$ cat config.mk
export PLATFORM = sky130hd
export DESIGN_NAME = wifi_descrambler_flat
export DESIGN_NICKNAME = d
export VERILOG_FILES = /design/src/rtl/wifi_descrambler_if.sv /design/src/rtl/wifi_descrambler.sv /design/src/flat_wrapper.sv
export SDC_FILE = /design/constraint.sdc
export NUM_CORES = 1
export LEC_CHECK = 0
export ABC_AREA = 1
export ABC_CLOCK_PERIOD_IN_PS = 8650
export CAP_MARGIN = 25
export CORE_MARGIN = 2
export CORE_UTILIZATION = 62
export DETAILED_ROUTE_END_ITERATION = 10
export PLACE_DENSITY = 0.85
export SLEW_MARGIN = 20
export SYNTH_ARGS = -nofsm -noshare
export SYNTH_HDL_FRONTEND = slang
export SYNTH_SLANG_ARGS = --single-unit
$ cat constraint.sdc
create_clock -name clk -period 8.65 [get_ports clk]
set_input_delay 0.865 -clock clk [delete_from_list [all_inputs] [get_ports clk]]
set_output_delay 0.865 -clock clk [all_outputs]
set_load 0.005 [all_outputs]
$ cat src/rtl/wifi_descrambler_if.sv
// Port bundle for the bit-serial 802.11 descrambler: upstream FIFO pull side,
// frame control, and the descrambled bit stream towards the deparser.
interface wifi_descrambler_if #(
  parameter int LEN_W = 16
);
  // Handshake: rd_req asks the FIFO for one bit; the FIFO may drop it, and a
  // granted bit shows up as valid_in two cycles later. valid_out has no
  // backpressure: the deparser takes every bit strobed with valid_out.
  logic             start;
  logic [LEN_W-1:0] frame_len;
  logic             data_in;
  logic             valid_in;
  logic             rd_req;
  logic             data_out;
  logic             valid_out;
  logic [6:0]       seed_out;
  logic             seed_valid;
  logic             busy;
  logic             done;
  logic [1:0]       dbg_state;

  modport slave (
    input  start, frame_len, data_in, valid_in,
    output rd_req, data_out, valid_out, seed_out, seed_valid, busy, done,
           dbg_state
  );

  modport master (
    output start, frame_len, data_in, valid_in,
    input  rd_req, data_out, valid_out, seed_out, seed_valid, busy, done,
           dbg_state
  );
endinterface

$ cat src/rtl/wifi_descrambler.sv
// 802.11 OFDM descrambler (x^7+x^4+1): recovers the seed from the first 7
// SERVICE bits, then descrambles the rest of a frame of programmed length.
module wifi_descrambler #(
  parameter int LEN_W = 16
) (
  input  logic               clk,
  input  logic               reset,
  wifi_descrambler_if.slave  bus
);

  typedef enum logic [1:0] {
    IDLE = 2'd0,
    SEED = 2'd1,
    DESC = 2'd2
  } state_t;

  state_t           state_q, state_d;
  logic [LEN_W-1:0] len_q, len_d;
  logic [LEN_W-1:0] rx_cnt_q, rx_cnt_d;
  logic [6:0]       sr_q, sr_d;
  logic [6:0]       seed_q, seed_d;
  logic             seed_valid_q, seed_valid_d;
  logic             data_out_q, data_out_d;
  logic             valid_out_q, valid_out_d;
  logic             done_q, done_d;
  logic             req_d1_q, req_d2_q;

  logic             rd_req;
  logic [LEN_W:0]   in_flight;
  logic             last_bit;
  logic             fb;

  always_comb begin
    state_d      = state_q;
    len_d        = len_q;
    rx_cnt_d     = rx_cnt_q;
    sr_d         = sr_q;
    seed_d       = seed_q;
    seed_valid_d = seed_valid_q;
    data_out_d   = 1'b0;
    valid_out_d  = 1'b0;
    done_d       = 1'b0;

    // Bits already received plus requests still in the FIFO pipeline; a
    // dropped request stays counted until it ages out of req_d2.
    in_flight = {1'b0, rx_cnt_q} + (LEN_W+1)'(req_d1_q) + (LEN_W+1)'(req_d2_q);
    rd_req    = (state_q != IDLE) && (in_flight < {1'b0, len_q});
    last_bit  = ({1'b0, rx_cnt_q} + (LEN_W+1)'(1)) == {1'b0, len_q};
    fb        = sr_q[6] ^ sr_q[3];

    if (bus.start) begin
      // Also the abort path: in-flight bits will count towards the new frame.
      len_d        = bus.frame_len;
      rx_cnt_d     = '0;
      sr_d         = '0;
      seed_valid_d = 1'b0;
      if (bus.frame_len == '0) begin
        state_d = IDLE;
        done_d  = 1'b1;
      end else begin
        state_d = SEED;
      end
    end else if (bus.valid_in && (state_q != IDLE)) begin
      if (rx_cnt_q != len_q) rx_cnt_d = rx_cnt_q + 1'b1;
      valid_out_d = 1'b1;
      if (state_q == SEED) begin
        sr_d = {sr_q[5:0], bus.data_in};
        if (rx_cnt_q == LEN_W'(6)) begin
          seed_d       = {sr_q[5:0], bus.data_in};
          seed_valid_d = 1'b1;
          state_d      = DESC;
        end
      end else begin
        data_out_d = bus.data_in ^ fb;
        sr_d       = {sr_q[5:0], fb};
      end
      if (last_bit) begin
        done_d  = 1'b1;
        state_d = IDLE;
      end
    end
  end

  always_ff @(posedge clk or posedge reset) begin
    if (reset) begin
      state_q      <= IDLE;
      len_q        <= '0;
      rx_cnt_q     <= '0;
      sr_q         <= '0;
      seed_q       <= '0;
      seed_valid_q <= 1'b0;
      data_out_q   <= 1'b0;
      valid_out_q  <= 1'b0;
      done_q       <= 1'b0;
      req_d1_q     <= 1'b0;
      req_d2_q     <= 1'b0;
    end else begin
      state_q      <= state_d;
      len_q        <= len_d;
      rx_cnt_q     <= rx_cnt_d;
      sr_q         <= sr_d;
      seed_q       <= seed_d;
      seed_valid_q <= seed_valid_d;
      data_out_q   <= data_out_d;
      valid_out_q  <= valid_out_d;
      done_q       <= done_d;
      req_d1_q     <= rd_req;
      req_d2_q     <= req_d1_q;
    end
  end

  assign bus.rd_req     = rd_req;
  assign bus.data_out   = data_out_q;
  assign bus.valid_out  = valid_out_q;
  assign bus.seed_out   = seed_q;
  assign bus.seed_valid = seed_valid_q;
  assign bus.busy       = (state_q != IDLE);
  assign bus.done       = done_q;
  assign bus.dbg_state  = state_q;

endmodule
$ cat src/flat_wrapper.sv
// flat-port wrapper written by rule: the top's interface ports become plain ports
module wifi_descrambler_flat 
#(
  parameter int LEN_W = 16
)
  (clk, reset, bus_start, bus_frame_len, bus_data_in, bus_valid_in, bus_rd_req, bus_data_out, bus_valid_out, bus_seed_out, bus_seed_valid, bus_busy, bus_done, bus_dbg_state);
  wifi_descrambler_if #(.LEN_W(LEN_W)) bus_i ();
  input  logic clk;
  input  logic reset;
  input wire logic [$bits(bus_i.start)-1:0] bus_start;
  input wire logic [$bits(bus_i.frame_len)-1:0] bus_frame_len;
  input wire logic [$bits(bus_i.data_in)-1:0] bus_data_in;
  input wire logic [$bits(bus_i.valid_in)-1:0] bus_valid_in;
  output wire logic [$bits(bus_i.rd_req)-1:0] bus_rd_req;
  output wire logic [$bits(bus_i.data_out)-1:0] bus_data_out;
  output wire logic [$bits(bus_i.valid_out)-1:0] bus_valid_out;
  output wire logic [$bits(bus_i.seed_out)-1:0] bus_seed_out;
  output wire logic [$bits(bus_i.seed_valid)-1:0] bus_seed_valid;
  output wire logic [$bits(bus_i.busy)-1:0] bus_busy;
  output wire logic [$bits(bus_i.done)-1:0] bus_done;
  output wire logic [$bits(bus_i.dbg_state)-1:0] bus_dbg_state;
  assign bus_i.start = bus_start;
  assign bus_i.frame_len = bus_frame_len;
  assign bus_i.data_in = bus_data_in;
  assign bus_i.valid_in = bus_valid_in;
  assign bus_rd_req = bus_i.rd_req;
  assign bus_data_out = bus_i.data_out;
  assign bus_valid_out = bus_i.valid_out;
  assign bus_seed_out = bus_i.seed_out;
  assign bus_seed_valid = bus_i.seed_valid;
  assign bus_busy = bus_i.busy;
  assign bus_done = bus_i.done;
  assign bus_dbg_state = bus_i.dbg_state;
  wifi_descrambler #(.LEN_W(LEN_W)) u_core (.clk(clk), .reset(reset), .bus(bus_i));
endmodule
**Run 1: clock nets**

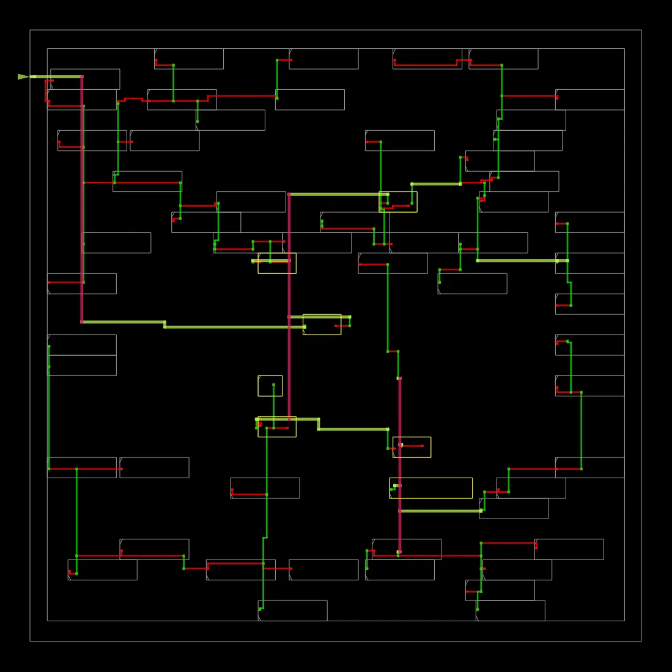
count of flip-flops and latches: 54
Inserted Clock Buffers: 5
Worst Skew: 10.3 ps
P_clk: 0.000174 W

**Run 1: where the registers sit**

Scale: 4 px per um.
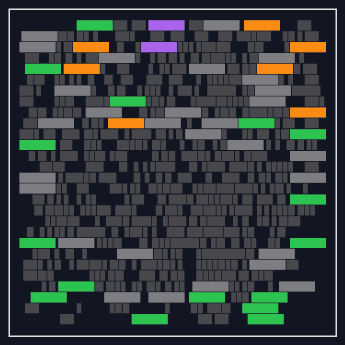
legend:
  orange:
    signal: u_core.bus.seed_out
    placed_flops: 7
  purple:
    signal: u_core.bus.dbg_state
    placed_flops: 2
  green:
    signal: u_core.len_q
    placed_flops: 16
    where: all over the die
register share of the cell area: 32.1%
total sequential power: 0.000269 W

**Run 1: PDN straps and rails**

Scale: 4 px per um. Pins as bars on the die edge.
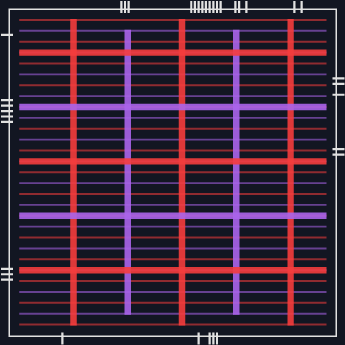
legend:
  purple:
    net: VDD
  red:
    net: VSS
met4 straps: 5
signal pins: 36
IR drop worst, VDD: 78.5 uV
x dimension of the die: 81.4 um
die y size: 81.4 um
placeable core region: 0.00585 sq mm

==> reports/highlights.md, run 1 <==
- antenna violations before repair: 0
- crit path max fanout: 5
- source of the critical timing path: u_core.rx_cnt_q[0]$_DFFE_PP0P_
- Pins Over Slew Limit: 0
- clock buffer depth: 2
- most frequently used cell type in the post-synthesis netlist: nand2_1
- CTS tree: yes
- headroom to the max-slew limit: 36.6%
- detailed-routing iteration count for the pre-antenna-repair pass: 5
- final wirelength: 9.89 mm
- ordered cell list for the critical path: inv_2, fa_1, inv_1, ha_1, nand3_1, nor3_2, nand2_2, xor2_1, inv_1, ha_1, nand2_1, nor2_1, a211oi_1, nor2_1, nor2_1, nand3_1, nor2_1, clkdlybuf4s50_1
- Clock Tree Root: clkbuf_8
- placed cell count: 585
- clock-cell share of area: 2.55%
- setup slack at placement: 4300 ps
- registers with the highest flip-flop counts: u_core.len_q (16), u_core.rx_cnt_q (16)
- status: finished clean
- # diodes: 0
- Reg2Reg Depth: 15
- dominant logic cell types in the final layout: nand2_1, dfrtp_1, inv_1
- Synth top area share: 36.4%
- WP data required: 7790 ps
- met2 Use GR: 53.2%
- shortest period the worst path allows: 4760 ps
- met3 GRT Util: 4.44%
- Sw Ratio: 28.2%
- wire length of the first global-routing pass: 15.8 mm
- destination of the critical timing path: bus_rd_req
- area of the synthesized netlist per yosys stat: 0.00371 sq mm
**Run 1: the metal 2 layer**

Scale: 4 px per um.
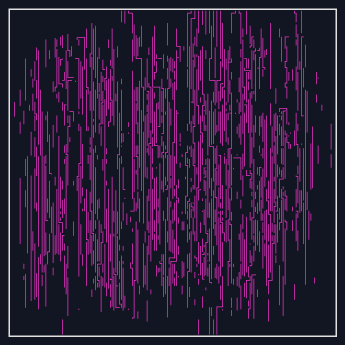

## Run 2: what changed since run 1
ABC_CLOCK_PERIOD_IN_PS = 4700   (was 8650)
CORE_UTILIZATION = 58   (was 62)
PLACE_DENSITY = 0.8   (was 0.85)
clock period = 4.7 ns   (was 8.65 ns; I/O delays follow)
**Run 2: the metal 2 layer**

Scale: 4 px per um.
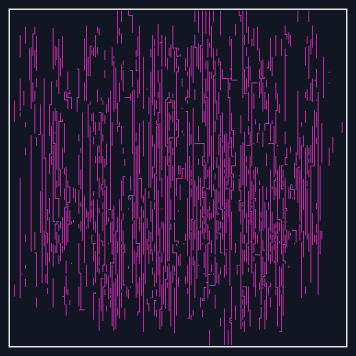
wire length on this layer: 4650 um
share of all routed wire: 47%
longest straight run: 50.7 um
main direction: vertical

==> reports/highlights.md, run 2 <==
- status: finished clean, unchanged
- total sequential power: 0.000496 W, was 0.000269 W
- P_clk: 0.000286 W, was 0.000174 W
- dominant logic cell types in the final layout: nand2_1, dfrtp_1, inv_1, unchanged
- placeable core region: 0.00628 sq mm, was 0.00585 sq mm
- register share of the cell area: 32.2%, was 32.1%
- per-instance average area after synthesis: 7.60 sq um, unchanged
- crit share post-route: 92.1%
- met3 GRT Util: 3.96%, was 4.44%
- Sw Ratio: 29.2%, was 28.2%
- wire length of the first global-routing pass: 16.7 mm, was 15.8 mm
- Pins Over Slew Limit: 0, unchanged
- source of the critical timing path: u_core.rx_cnt_q[0]$_DFFE_PP0P_, unchanged
- destination of the critical timing path: bus_rd_req, unchanged
- Remaining Overflow, GRT: 0, unchanged
- placed cell count: 587, was 585
- antenna violations before repair: 0, unchanged
- die y size: 84.0 um, was 81.4 um
- # hold bufs at CTS: 0, unchanged
- clock buffer depth: 2, unchanged
- crit path max fanout: 5, unchanged
- setup slack at placement: 747 ps, was 4300 ps
- most frequently used cell type in the post-synthesis netlist: nand2_1, unchanged
- detailed-routing iteration count for the pre-antenna-repair pass: 5, unchanged
- final wirelength: 9.81 mm, was 9.89 mm
- Clock Tree Root: clkbuf_8, unchanged
- Unique cell types: 35, unchanged
- shortest period the worst path allows: 4330 ps
- x dimension of the die: 84.0 um, was 81.4 um
- registers with the highest flip-flop counts: u_core.len_q (16), u_core.rx_cnt_q (16), unchanged
- Inserted Clock Buffers: 5, unchanged
- # diodes: 0, unchanged
- number of inverters outside the clock class in the layout: 64, unchanged
- headroom to the max-slew limit: 34.4%, was 36.6%
- ordered cell list for the critical path: inv_2, fa_1, inv_1, ha_1, nand3_1, nor3_2, nand2_1, xor2_1, ha_1, a21oi_1, nor2_1, a211oi_1, nor2_1, nor2_1, nand3_1, nor2_1, clkdlybuf4s50_1, was inv_2, fa_1, inv_1, ha_1, nand3_1, nor3_2, nand2_2, xor2_1, inv_1, ha_1, nand2_1, nor2_1, a211oi_1, nor2_1, nor2_1, nand3_1, nor2_1, clkdlybuf4s50_1
- Synth top area share: 36.4%, unchanged
- Reg2Reg Depth: 15, unchanged
- count of flip-flops and latches: 54, unchanged
- critical path's largest stage delay: 540 ps, about the same
- Achievable Freq: 231 MHz
- Reg-to-Reg End: u_core.req_d1_q$_DFF_PP0_, unchanged
- CTS tree: yes, unchanged
- area of the synthesized netlist per yosys stat: 0.00371 sq mm, unchanged
- sinks on the clock net: 54, unchanged
No activity file was given, so power comes from the tool's default toggle rates.
